run_1/flops_by_reg.png
Drawn at 4 px/um. Other sequential cells in the stronger grey, the rest of the logic in the fainter grey.
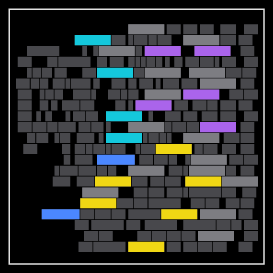
run_1/wires.png
Drawn at 6 px/um.
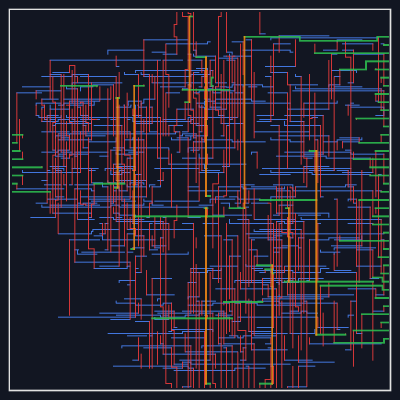
run_1/clocks.png
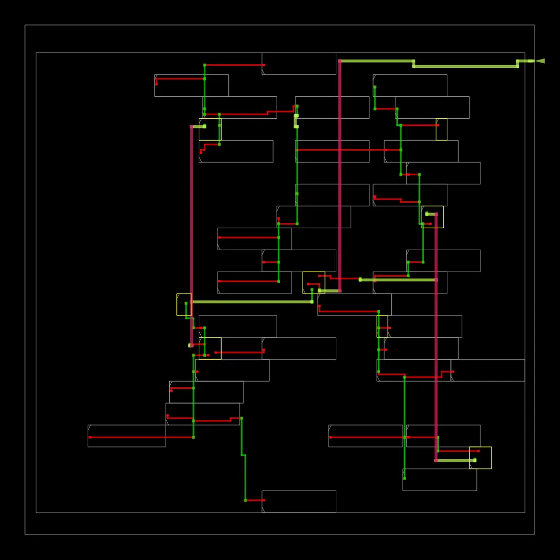
<file path="src/rtl/fifo_arb_pkg.sv">
// Shared types and constants for the four-channel FIFO round-robin arbiter.
package fifo_arb_pkg;

    localparam int NUM_CH         = 4;
    localparam int DEST_W         = 2;
    localparam int DEF_DATA_WIDTH = 6;
    localparam int DEF_TH_WIDTH   = 5;

    // The destination field occupies the DEST_W most significant bits of a word.
    typedef enum logic [1:0] {
        ST_RESET  = 2'd0,
        ST_INIT   = 2'd1,
        ST_IDLE   = 2'd2,
        ST_ACTIVE = 2'd3
    } arb_state_t;

    function automatic logic [1:0] onehot_to_idx(input logic [NUM_CH-1:0] oh);
        logic [1:0] idx;
        idx = '0;
        for (int i = 0; i < NUM_CH; i++) begin
            if (oh[i]) idx = 2'(i);
        end
        return idx;
    endfunction

    function automatic logic [NUM_CH-1:0] idx_to_onehot(input logic [1:0] idx);
        logic [NUM_CH-1:0] oh;
        oh      = '0;
        oh[idx] = 1'b1;
        return oh;
    endfunction

endpackage

</file>
<file path="src/rtl/rr_pick4.sv">
// Four-way circular priority pick: first requester strictly after ptr wins,
// with ptr itself searched last.
module rr_pick4
    import fifo_arb_pkg::*;
(
    input  logic [NUM_CH-1:0] req,
    input  logic [1:0]        ptr,
    output logic [NUM_CH-1:0] gnt,
    output logic              valid
);

    logic [1:0] idx;

    always_comb begin
        gnt   = '0;
        valid = 1'b0;
        idx   = '0;
        for (int k = 1; k <= NUM_CH; k++) begin
            idx = ptr + 2'(k);
            if (!valid && req[idx]) begin
                gnt[idx] = 1'b1;
                valid    = 1'b1;
            end
        end
    end

endmodule

</file>
<file path="src/rtl/fifo_rr_arbiter.sv">
// Round-robin scheduler moving words from four input FIFOs to four output
// FIFOs, routed by the word's destination field.
//
//   state  | meaning
//   RESET  | outputs cleared, waiting for first edge after reset release
//   INIT   | thresholds track their inputs, no pops, error cleared
//   IDLE   | all inputs empty, no pops
//   ACTIVE | arbitrating one pop per cycle, draining the read pipeline
module fifo_rr_arbiter
    import fifo_arb_pkg::*;
#(
    parameter int DATA_WIDTH = DEF_DATA_WIDTH,
    parameter int TH_WIDTH   = DEF_TH_WIDTH
)(
    input  logic                         clk,
    input  logic                         reset_L,
    input  logic                         init,
    input  logic [TH_WIDTH-1:0]          umbral_ae_in,
    input  logic [TH_WIDTH-1:0]          umbral_af_in,
    input  logic [NUM_CH-1:0]            empty_in,
    input  logic [NUM_CH*DATA_WIDTH-1:0] data_in,
    input  logic [NUM_CH-1:0]            pausa_out,
    input  logic [NUM_CH-1:0]            full_out,
    output logic [NUM_CH-1:0]            pop,
    output logic [NUM_CH-1:0]            push,
    output logic [DATA_WIDTH-1:0]        data_out,
    output logic [TH_WIDTH-1:0]          umbral_ae,
    output logic [TH_WIDTH-1:0]          umbral_af,
    output logic [1:0]                   state,
    output logic                         idle,
    output logic                         error
);

    arb_state_t             st;
    logic [1:0]             ptr;
    logic                   rd_valid;
    logic [1:0]             rd_idx;
    logic [DATA_WIDTH-1:0]  ch_word [NUM_CH];
    logic [DATA_WIDTH-1:0]  rd_word;
    logic [DEST_W-1:0]      rd_dest;
    logic                   arb_en;
    logic                   in_flight;
    logic [NUM_CH-1:0]      req;
    logic [NUM_CH-1:0]      gnt;
    logic                   gnt_valid;

    for (genvar i = 0; i < NUM_CH; i++) begin : g_unpack
        assign ch_word[i] = data_in[i*DATA_WIDTH +: DATA_WIDTH];
    end

    // A channel popped this cycle still shows a stale empty flag, so it sits out.
    assign arb_en    = (st == ST_ACTIVE) && !init && (pausa_out == '0);
    assign req       = arb_en ? (~empty_in & ~pop) : '0;
    assign rd_word   = ch_word[rd_idx];
    assign rd_dest   = rd_word[DATA_WIDTH-1 -: DEST_W];
    assign in_flight = (pop != '0) || rd_valid;
    assign state     = st;

    rr_pick4 u_pick (
        .req   (req),
        .ptr   (ptr),
        .gnt   (gnt),
        .valid (gnt_valid)
    );

    always_ff @(posedge clk or negedge reset_L) begin
        if (!reset_L) begin
            st        <= ST_RESET;
            pop       <= '0;
            push      <= '0;
            data_out  <= '0;
            umbral_ae <= '0;
            umbral_af <= '0;
            idle      <= 1'b0;
            error     <= 1'b0;
            ptr       <= 2'd3;
            rd_valid  <= 1'b0;
            rd_idx    <= '0;
        end else begin
            pop      <= gnt;
            rd_valid <= (pop != '0);
            rd_idx   <= ptr;
            if (gnt_valid) ptr <= onehot_to_idx(gnt);

            push <= '0;
            if (rd_valid) begin
                if (full_out[rd_dest]) begin
                    error <= 1'b1;
                end else begin
                    push     <= idx_to_onehot(rd_dest);
                    data_out <= rd_word;
                end
            end

            case (st)
                ST_RESET: begin
                    st   <= ST_INIT;
                    idle <= 1'b0;
                end
                ST_INIT: begin
                    umbral_ae <= umbral_ae_in;
                    umbral_af <= umbral_af_in;
                    error     <= 1'b0;
                    if (!init) begin
                        st   <= ST_IDLE;
                        idle <= 1'b1;
                    end
                end
                ST_IDLE: begin
                    if (init) begin
                        st    <= ST_INIT;
                        idle  <= 1'b0;
                        error <= 1'b0;
                    end else if (empty_in != '1) begin
                        st   <= ST_ACTIVE;
                        idle <= 1'b0;
                    end
                end
                ST_ACTIVE: begin
                    // init waits for the pipeline to drain so thresholds never move mid-word
                    if (init) begin
                        if (!in_flight) begin
                            st    <= ST_INIT;
                            error <= 1'b0;
                        end
                    end else if ((empty_in == '1) && !in_flight) begin
                        st   <= ST_IDLE;
                        idle <= 1'b1;
                    end
                end
                default: st <= ST_RESET;
            endcase
        end
    end

endmodule

</file>
<file path="config.mk">
export PLATFORM = sky130hd
export DESIGN_NAME = fifo_rr_arbiter
export DESIGN_NICKNAME = d
export VERILOG_FILES = /design/src/rtl/fifo_arb_pkg.sv /design/src/rtl/rr_pick4.sv /design/src/rtl/fifo_rr_arbiter.sv
export SDC_FILE = /design/constraint.sdc
export NUM_CORES = 1
export LEC_CHECK = 0
export CORE_MARGIN = 1
export CORE_UTILIZATION = 47
export CTS_BUF_LIST = sky130_fd_sc_hd__clkbuf_4
export DETAILED_ROUTE_END_ITERATION = 16
export HOLD_SLACK_MARGIN = 0.05
export MAX_ROUTING_LAYER = met4
export PLACE_DENSITY = 0.95
export SYNTH_ARGS = -nofsm -noshare
export SYNTH_HDL_FRONTEND = slang
export SYNTH_SLANG_ARGS = --single-unit
</file>
<file path="constraint.sdc">
create_clock -name clk -period 4.66 [get_ports clk]
set_clock_uncertainty 0.05 [all_clocks]
set_input_delay 0.466 -clock clk [delete_from_list [all_inputs] [get_ports clk]]
set_output_delay 0.466 -clock clk [all_outputs]
set_load 0.01 [all_outputs]
</file>
==> ds_physical_params.txt, run 1 <==
Characteristics after synthesis and place and route

Parameter                              Value

Global route
  Total overflow reported by the global router .................. 0
  First-pass GRT wire length .................. 7910 um
  Routing usage on met3 .................. 0.0580
  Pin count of the biggest net entering global routing .................. 34
  Antenna violations before repair .................. 0
  Global-route met1 utilization .................. 0.305
  Via count of the first global-routing pass .................. 1,595

Placed design
  Placed instance count .................. 261
  Weighted congestion reported at the end of routability-driven placement .................. 0.849
  Quantity of I/O buffers inserted on ports .................. 76
  Post-placement cell area .................. 2570 um^2
  DP Wirelength .................. 3860 um

Pwr
  Cell leakage power .................. 0.00106 uW
  Seq pwr share .................. 0.420
  Final Total Pwr .................. 932 uW
  Sw Pwr .................. 310 uW
  Worst VDD drop .................. 0.000170 V
  Power density cells .................. 356 nW/um^2
  Combinational share of power .................. 0.417
  Leading power group .................. sequential cells

STA
  Endpoints failing setup .................. 0
  Final Hold Violating Endpoints .................. 0
  Part of the cycle the worst path needs .................. 0.623
  Final worst path period need .................. 2.90 ns
  Max-slew headroom .................. 0.473
  Unrepaired setup endpoints after global routing .................. no
  Maximum frequency from static timing analysis .................. 345 MHz

Worst setup path
  Worst R2R Path Depth .................. 8
  Standard cell with the maximum stage delay on the critical path .................. dfstp_2
  Launch instance of the worst register-to-register path .................. ptr[0]
  Max FO, Critical Path .................. 13
  Nature of the critical path endpoint .................. register
  Slowest cell delay on critical path .................. 0.68 ns
  Buffers and inverters on the worst path .................. 1
  Crit-path leading delay family .................. simple AND/OR/NAND/NOR gates
  R2R setup slack .................. 1.76 ns
  Startpoint class of the critical path .................. register
  Last element of the critical path .................. ptr[0]
  Source of the critical timing path .................. ptr[0]
  Req. time, crit path .................. 4.88 ns
  End of the worst register-to-register path .................. ptr[0]
  Path length in cells of the critical path .................. 8
  Data arrival at the endpoint of the critical path .................. 3.13 ns

Logic synthesis
  Avg Cell Area, Syn .................. 12.5 um^2
  Number of cells in the yosys synthesis report .................. 141
  Mapped Cells .................. 141
  Post-synthesis sequential element count .................. 33
  Dominant flop cell .................. dfrtp_1
  Yosys Warn Count .................. 0
  Post-synthesis async set-or-reset flop share .................. 1.00
  Post-synthesis sequential area ratio .................. 0.469
  Post-Synthesis Net Count .................. 197

Floorplanning
  Height of the die .................. 63.3 um
  Number of rows in the core area .................. 21
  Boundary Pins .................. 77
  Full die area .................. 4010 um^2

Layout
  Total number of nets in the final design .................. 278
  Most frequently placed logic cell in the final layout .................. clkdlybuf4s50_1
  Max reg flops .................. 6
  Fraction of final layout cells sized beyond drive strength 1 .................. 0.179
  Count of non-filler cells in the finished layout .................. 269
  Diode insertion count for antenna repair .................. 0
  Design Area, Final .................. 2620 um^2
  Area growth from synthesis to layout .................. 48.3%
  Most common logic cells in the final layout .................. clkdlybuf4s50_1, dfrtp_1, nor2_1, mux2_2, mux4_2
  Largest register by flop count .................. data_out

Routing
  Highest metal layer used by the detailed router .................. met4
  DRC viols .................. 0
  Pre-antenna DRT Iters .................. 4
  Met3 wire length .................. 267 um
  Post-detailed-route count of antenna-violating nets .................. 0
  Metal2 WL .................. 2410 um
  Wl on met1 .................. 1930 um
  DR iter-0 viols .................. 106
  Number of vias per cell .................. 5.71

Hold path
  Endpoint, Worst Hold .................. rd_idx[1]
  Hold depth .................. 0
  Launch instance of the worst min-delay path .................. ptr[1]
  Path class of the lowest-slack min-delay path .................. reg2reg

Clock tree
  H-Tree Level Count .................. 2
  Clock root buffer .................. clkbuf_4
  CTS tree .................. done
  CTS Buffer Depth .................. 2
  Buffers inserted by post-CTS timing repair .................. 0

Flow run
  Maximum Capacitance Violations .................. 0
  Number of warnings in the stage logs .................. 32

Run status
  Status .................. completed
-- flops_by_reg.png (at the start) --
| colour | netlist name | placed flops |
|---|---|---|
| purple | umbral_ae | 5 |
| cyan | pop | 4 |
| blue | ptr | 2 |
| yellow | data_out | 6 |
not coloured: 16
P_seq: 392 uW
Register Area: 828 um^2
Seq area share: 0.316
utilization after layout: 0.755

-- wires.png (at the start) --
| colour | layer | wire length |
|---|---|---|
| blue | metal 1 | 1,930 um |
| green | metal 3 | 267 um |
| red | metal 2 | 2,410 um |
| orange | metal 4 | 200 um |
Vias: 1,535
average detailed-routed wire length per instance: 17.9 um
drt total wl: 4810 um
overall global routing resource usage: 0.274

-- clocks.png (at the start) --
clock buffer count from CTS: 5
number of flip-flops and latches: 33
tally of clock buffers in the finished layout: 5
clock insertion delay at the later pin of the skew report: 0.34 ns
total clock sinks: 33

-- run 1: per-stage QoR --
step,hold slack (ns),setup WS [ns],util
floorplan,0.120,1.98,-
global placement,0.394,1.88,0.741
detailed placement,0.398,1.80,0.741
CTS,0.409,1.77,0.755
global route,0.426,1.58,0.755
finish,0.410,1.76,0.755
-- run 1: area by class of cell --
type,instances,area (um^2)
Tap cell,46,57.6
Timing Repair Buffer,77,768
Sequential cell,33,828
Multi-Input combinational cell,101,900
Inverter,4,15.0
Clock inverter,3,12.5
Fill cell,223,850
Clock buffer,5,37.5
-- run 1: Yosys cell counts, types with 2 or more instances --
master | number | area, um^2
a21oi_1 | 3 | 15.0
a221oi_1 | 2 | 17.5
a22o_1 | 2 | 17.5
a31oi_1 | 2 | 12.5
dfrtp_1 | 31 | 776
dfstp_2 | 2 | 52.6
ha_1 | 7 | 87.6
inv_1 | 4 | 15.0
mux2_2 | 15 | 169
mux4_2 | 9 | 203
nand2_1 | 6 | 22.5
nand4_1 | 2 | 12.5
nor2_1 | 15 | 56.3
nor2b_1 | 2 | 12.5
nor3_1 | 2 | 10.0
nor4_1 | 3 | 18.8
nor4b_1 | 3 | 26.3
o21ai_0 | 5 | 25.0
or4_1 | 3 | 22.5
-- run 1: kinds of logic (layout without fill, tap and decap cells) --
| kind of cell | Yosys count | in the layout | share of synthesized area |
|---|---|---|---|
| adder cells (fa/ha/maj) | 7 | 7 | 0.0496 |
| multiplexers | 24 | 24 | 0.210 |
| AND-OR/OR-AND | 25 | 25 | 0.106 |
| AND/OR/NAND/NOR | 45 | 45 | 0.144 |
| buffers and inverters | 7 | 89 | 0.0213 |
| flip-flops | 33 | 33 | 0.469 |
## Run 2: what changed since run 1
CORE_UTILIZATION = 43   (was 47)
PLACE_DENSITY = 0.94   (was 0.95)
clock period = 3 ns   (was 4.66 ns; I/O delays follow)
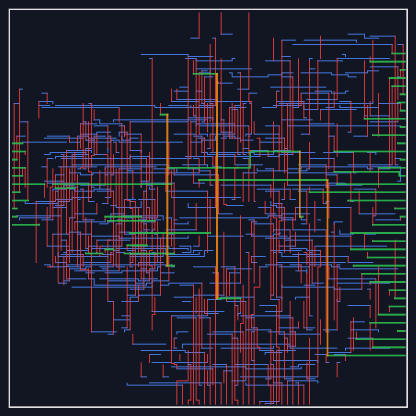
run_2/wires.png
Drawn at 6 px/um.
| colour | layer | wire length |
|---|---|---|
| blue | metal 1 | 1,860 um |
| orange | metal 4 | 103 um |
| green | metal 3 | 343 um |
| red | metal 2 | 2,120 um |
drt total wl: 4430 um
Vias: 1,521

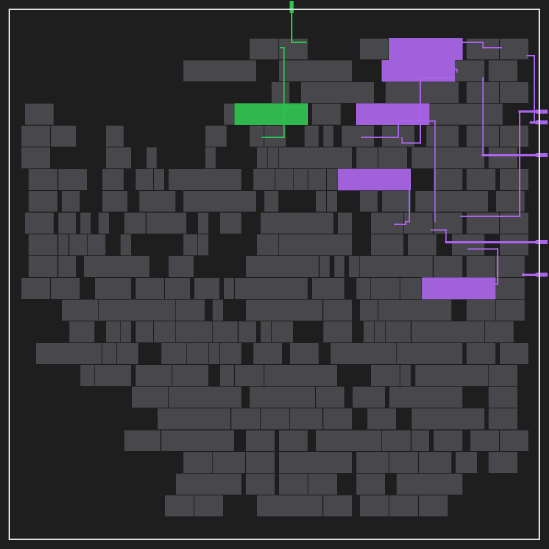
run_2/io_fan.png
Drawn at 8 px/um.
| colour | port | bits | direction | end cells | buffers | wire |
|---|---|---|---|---|---|---|
| purple | umbral_af | 5 | output | 5 | 5 | 127 um |
| green | idle | 1 | output | 1 | 1 | 22.8 um |
Boundary Pins: 77
quantity of I/O buffers inserted on ports: 76

==> run 2 against run 1 <==
Net effect:
- via count fell by 0.91%
- critical path type unchanged
- clock power up 51%
- worst hold slack worse by 0.096 ns
- maximum frequency increased by 5.6%
- area after synthesis stayed put
- critical endpoint unchanged
==> ds_physical_params.txt, run 2 <==
Characteristics after synthesis and place and route

Parameter                              Value

Run status
  Status .................. completed

Global route
  Overall global routing resource usage .................. 0.234
  Pin count of the biggest net entering global routing .................. 34
  Antenna violations before repair .................. 0
  Routing usage on met3 .................. 0.0517
  Total overflow reported by the global router .................. 0
  Via count of the first global-routing pass .................. 1,561
  Fraction of met2 tracks used by global routing .................. 0.386
  Layer with the highest usage .................. met2
  First-pass GRT wire length .................. 7220 um
  Global-route met1 utilization .................. 0.272

Logic synthesis
  Distinct cell type count of the synthesized netlist .................. 42
  Synth top area share .................. 0.439
  Flip-flops with a built-in enable .................. 0
  Avg Cell Area, Syn .................. 12.5 um^2
  Post-Synthesis Net Count .................. 197
  Post-synthesis sequential element count .................. 33
  Dominant cells by area after synthesis .................. dfrtp_1, mux4_2, mux2_2, ha_1, nor2_1
  Post-synth area from yosys stat .................. 1770 um^2
  Top cell types by occurrence after synthesis .................. dfrtp_1, mux2_2, nor2_1
  Cell with the most instances after synthesis .................. dfrtp_1
  Mapped Cells .................. 141
  Netlist area before placement .................. 1770 um^2
  Yosys Warn Count .................. 0
  Dominant cell type by area after synthesis .................. dfrtp_1
  Dominant flop cell .................. dfrtp_1
  Number of cells in the yosys synthesis report .................. 141
  Post-synthesis async set-or-reset flop share .................. 1.00
  Post-synthesis sequential area ratio .................. 0.469

STA
  Setup TNS .................. 0 ns
  Transition at the pin with the smallest max-transition slack .................. 0.803 ns
  Smallest hold slack .................. 0.314 ns
  Endpoints failing setup .................. 0
  Pins over their slew limit .................. 0
  Maximum frequency from static timing analysis .................. 364 MHz
  Final worst path period need .................. 2.75 ns
  Max-slew headroom .................. 0.464
  Final Hold Violating Endpoints .................. 0
  Part of the cycle the worst path needs .................. 0.916
  Unrepaired setup endpoints after global routing .................. no

Worst setup path
  Max FO, Critical Path .................. 7
  Worst-path cell chain .................. inv_1 > ha_1 > or4_1 > a2bb2oi_1 > a31oi_2 > a221oi_1 > or3b_1 > a31oi_1
  Crit-path leading delay family .................. simple AND/OR/NAND/NOR gates
  Req. time, crit path .................. 3.21 ns
  Standard cell with the maximum stage delay on the critical path .................. dfstp_2
  Data arrival at the endpoint of the critical path .................. 2.96 ns
  Slowest cell delay on critical path .................. 0.60 ns
  Startpoint class of the critical path .................. register
  Startpoint-to-endpoint class of the critical path .................. reg2reg
  Nature of the critical path endpoint .................. register
  Buffers and inverters on the worst path .................. 1

Floorplanning
  Number of rows in the core area .................. 22
  Initial cell density of the core .................. 0.465
  Full die area .................. 4370 um^2
  Horiz. Die Dim .................. 66.1 um
  Height of the die .................. 66.1 um
  Core Box Area .................. 3800 um^2

Pwr
  Combinational share of power .................. 0.427
  Sw Ratio .................. 0.327
  Cell leakage power .................. 0.00106 uW
  Sw Pwr .................. 471 uW
  Seq pwr share .................. 0.413
  Internal Dissipation .................. 969 uW
  Relative contribution of the clock network to total power .................. 0.159
  Worst VDD drop .................. 0.000261 V
  Final Total Pwr .................. 1440 uW
  Power density cells .................. 548 nW/um^2

Placed design
  Placed instance count .................. 264
  DP Wirelength .................. 3530 um
  Weighted congestion reported at the end of routability-driven placement .................. 0.805

Layout
  Max reg flops .................. 6
  Count of non-filler cells in the finished layout .................. 272
  Total number of nets in the final design .................. 279
  Diode insertion count for antenna repair .................. 0
  Most common logic cells in the final layout .................. clkdlybuf4s50_1, dfrtp_1, nor2_1, mux2_2, mux4_2
  Area growth from synthesis to layout .................. 48.9%
  Utilization after layout .................. 0.692
  Number of filler cells placed in the layout .................. 270
  Regs by FF count .................. data_out x6, umbral_ae x5, umbral_af x5
  Largest register by flop count .................. data_out
  Most frequently placed logic cell in the final layout .................. clkdlybuf4s50_1
  Fraction of final layout cells sized beyond drive strength 1 .................. 0.183

Clock tree
  CTS tree .................. done
  Buffers inserted by post-CTS timing repair .................. 0
  Clock buffer count from CTS .................. 5
  H-Tree Level Count .................. 2
  Clock root buffer .................. clkbuf_4
  CTS Buffer Depth .................. 2
  Total clock sinks .................. 33
  Number of gates resized after cts .................. 0
  Clock-pin slew on the worst setup and hold paths .................. 0.10 ns
  Post-cts hold buffer count .................. 0

Routing
  Average detailed-routed wire length per instance .................. 16.3 um
  Pre-antenna DRT Iters .................. 4
  Number of vias per cell .................. 5.59
  DRC viols .................. 0
  Post-detailed-route count of antenna-violating nets .................. 0
  Met3 wire length .................. 342 um
  DR iter-0 viols .................. 70
  Metal2 WL .................. 2120 um
  Highest metal layer used by the detailed router .................. met4
  Wl on met1 .................. 1860 um

Hold path
  Path class of the lowest-slack min-delay path .................. in2async

Flow run
  Maximum Capacitance Violations .................. 0
  Number of warnings in the stage logs .................. 32
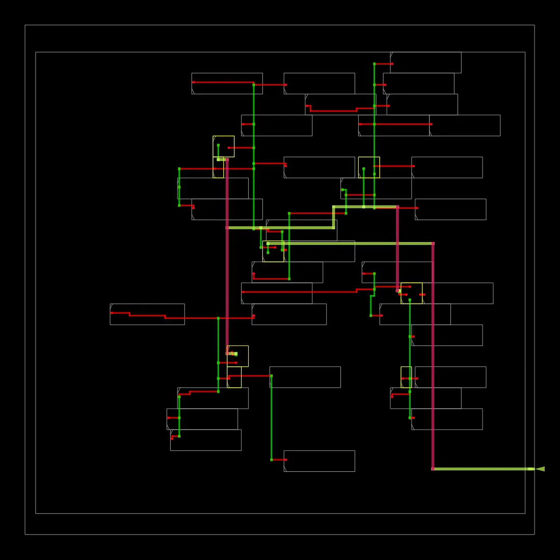
run_2/clocks.png
clock distribution power: 230 uW
clock insertion delay at the later pin of the skew report: 0.33 ns

[run 2: final cells by class]
type / instances / area, um^2 / area share
clock buffer: 5 / 37.5 / 0.0143
clock inverter: 3 / 12.5 / 0.00476
inverter: 4 / 15.0 / 0.00571
multi-input combinational: 101 / 900 / 0.342
sequential: 33 / 828 / 0.315
tap: 48 / 60.1 / 0.0228
timing repair buffer: 78 / 776 / 0.295
[run 2: metrics by stage]
| step | setup slack, ns | area (um^2) |
|---|---|---|
| 6_report | 0.252 | 2630 |
| 5_1_grt | 0.0925 | 2630 |
| 4_1_cts | 0.263 | 2630 |
| 3_5_place_dp | 0.287 | 2580 |
| 3_3_place_gp | 0.362 | 2580 |
| 2_1_floorplan | 0.323 | 1770 |
[run 2: worst paths after layout]
kind	cells past startpoint	from	slack (ns)	to
max reg2reg	8	ptr[1]	0.25	ptr[0]
max in group asynchronous	2	reset_L	2.26	ptr[0]
min reg2reg	0	ptr[1]	0.41	rd_idx[1]
max	8	ptr[1]	0.25	ptr[0]
min	2	reset_L	0.31	pop[2]
min in group clk	0	ptr[1]	0.41	rd_idx[1]
[run 2: cells by family after synthesis]
| logic type | count (synthesis) | synth area share |
|---|---|---|
| simple gates | 45 | 0.144 |
| flops | 33 | 0.469 |
| buf+inv | 7 | 0.0213 |
| fa+ha+maj | 7 | 0.0496 |
| compound gates | 25 | 0.106 |
| mux | 24 | 0.210 |
[run 2: power by group through the flow]
stage                     clock (uW)  combinational (uW)  sequential, uW
final                            230                 616             595
after global routing             253                 664             608
after CTS                        235                 617             598
after detailed placement           0                 614             606
after global placement             0                 594             596
after floorplan                    0                 338             615
No activity file was given, so power comes from the tool's default toggle rates.
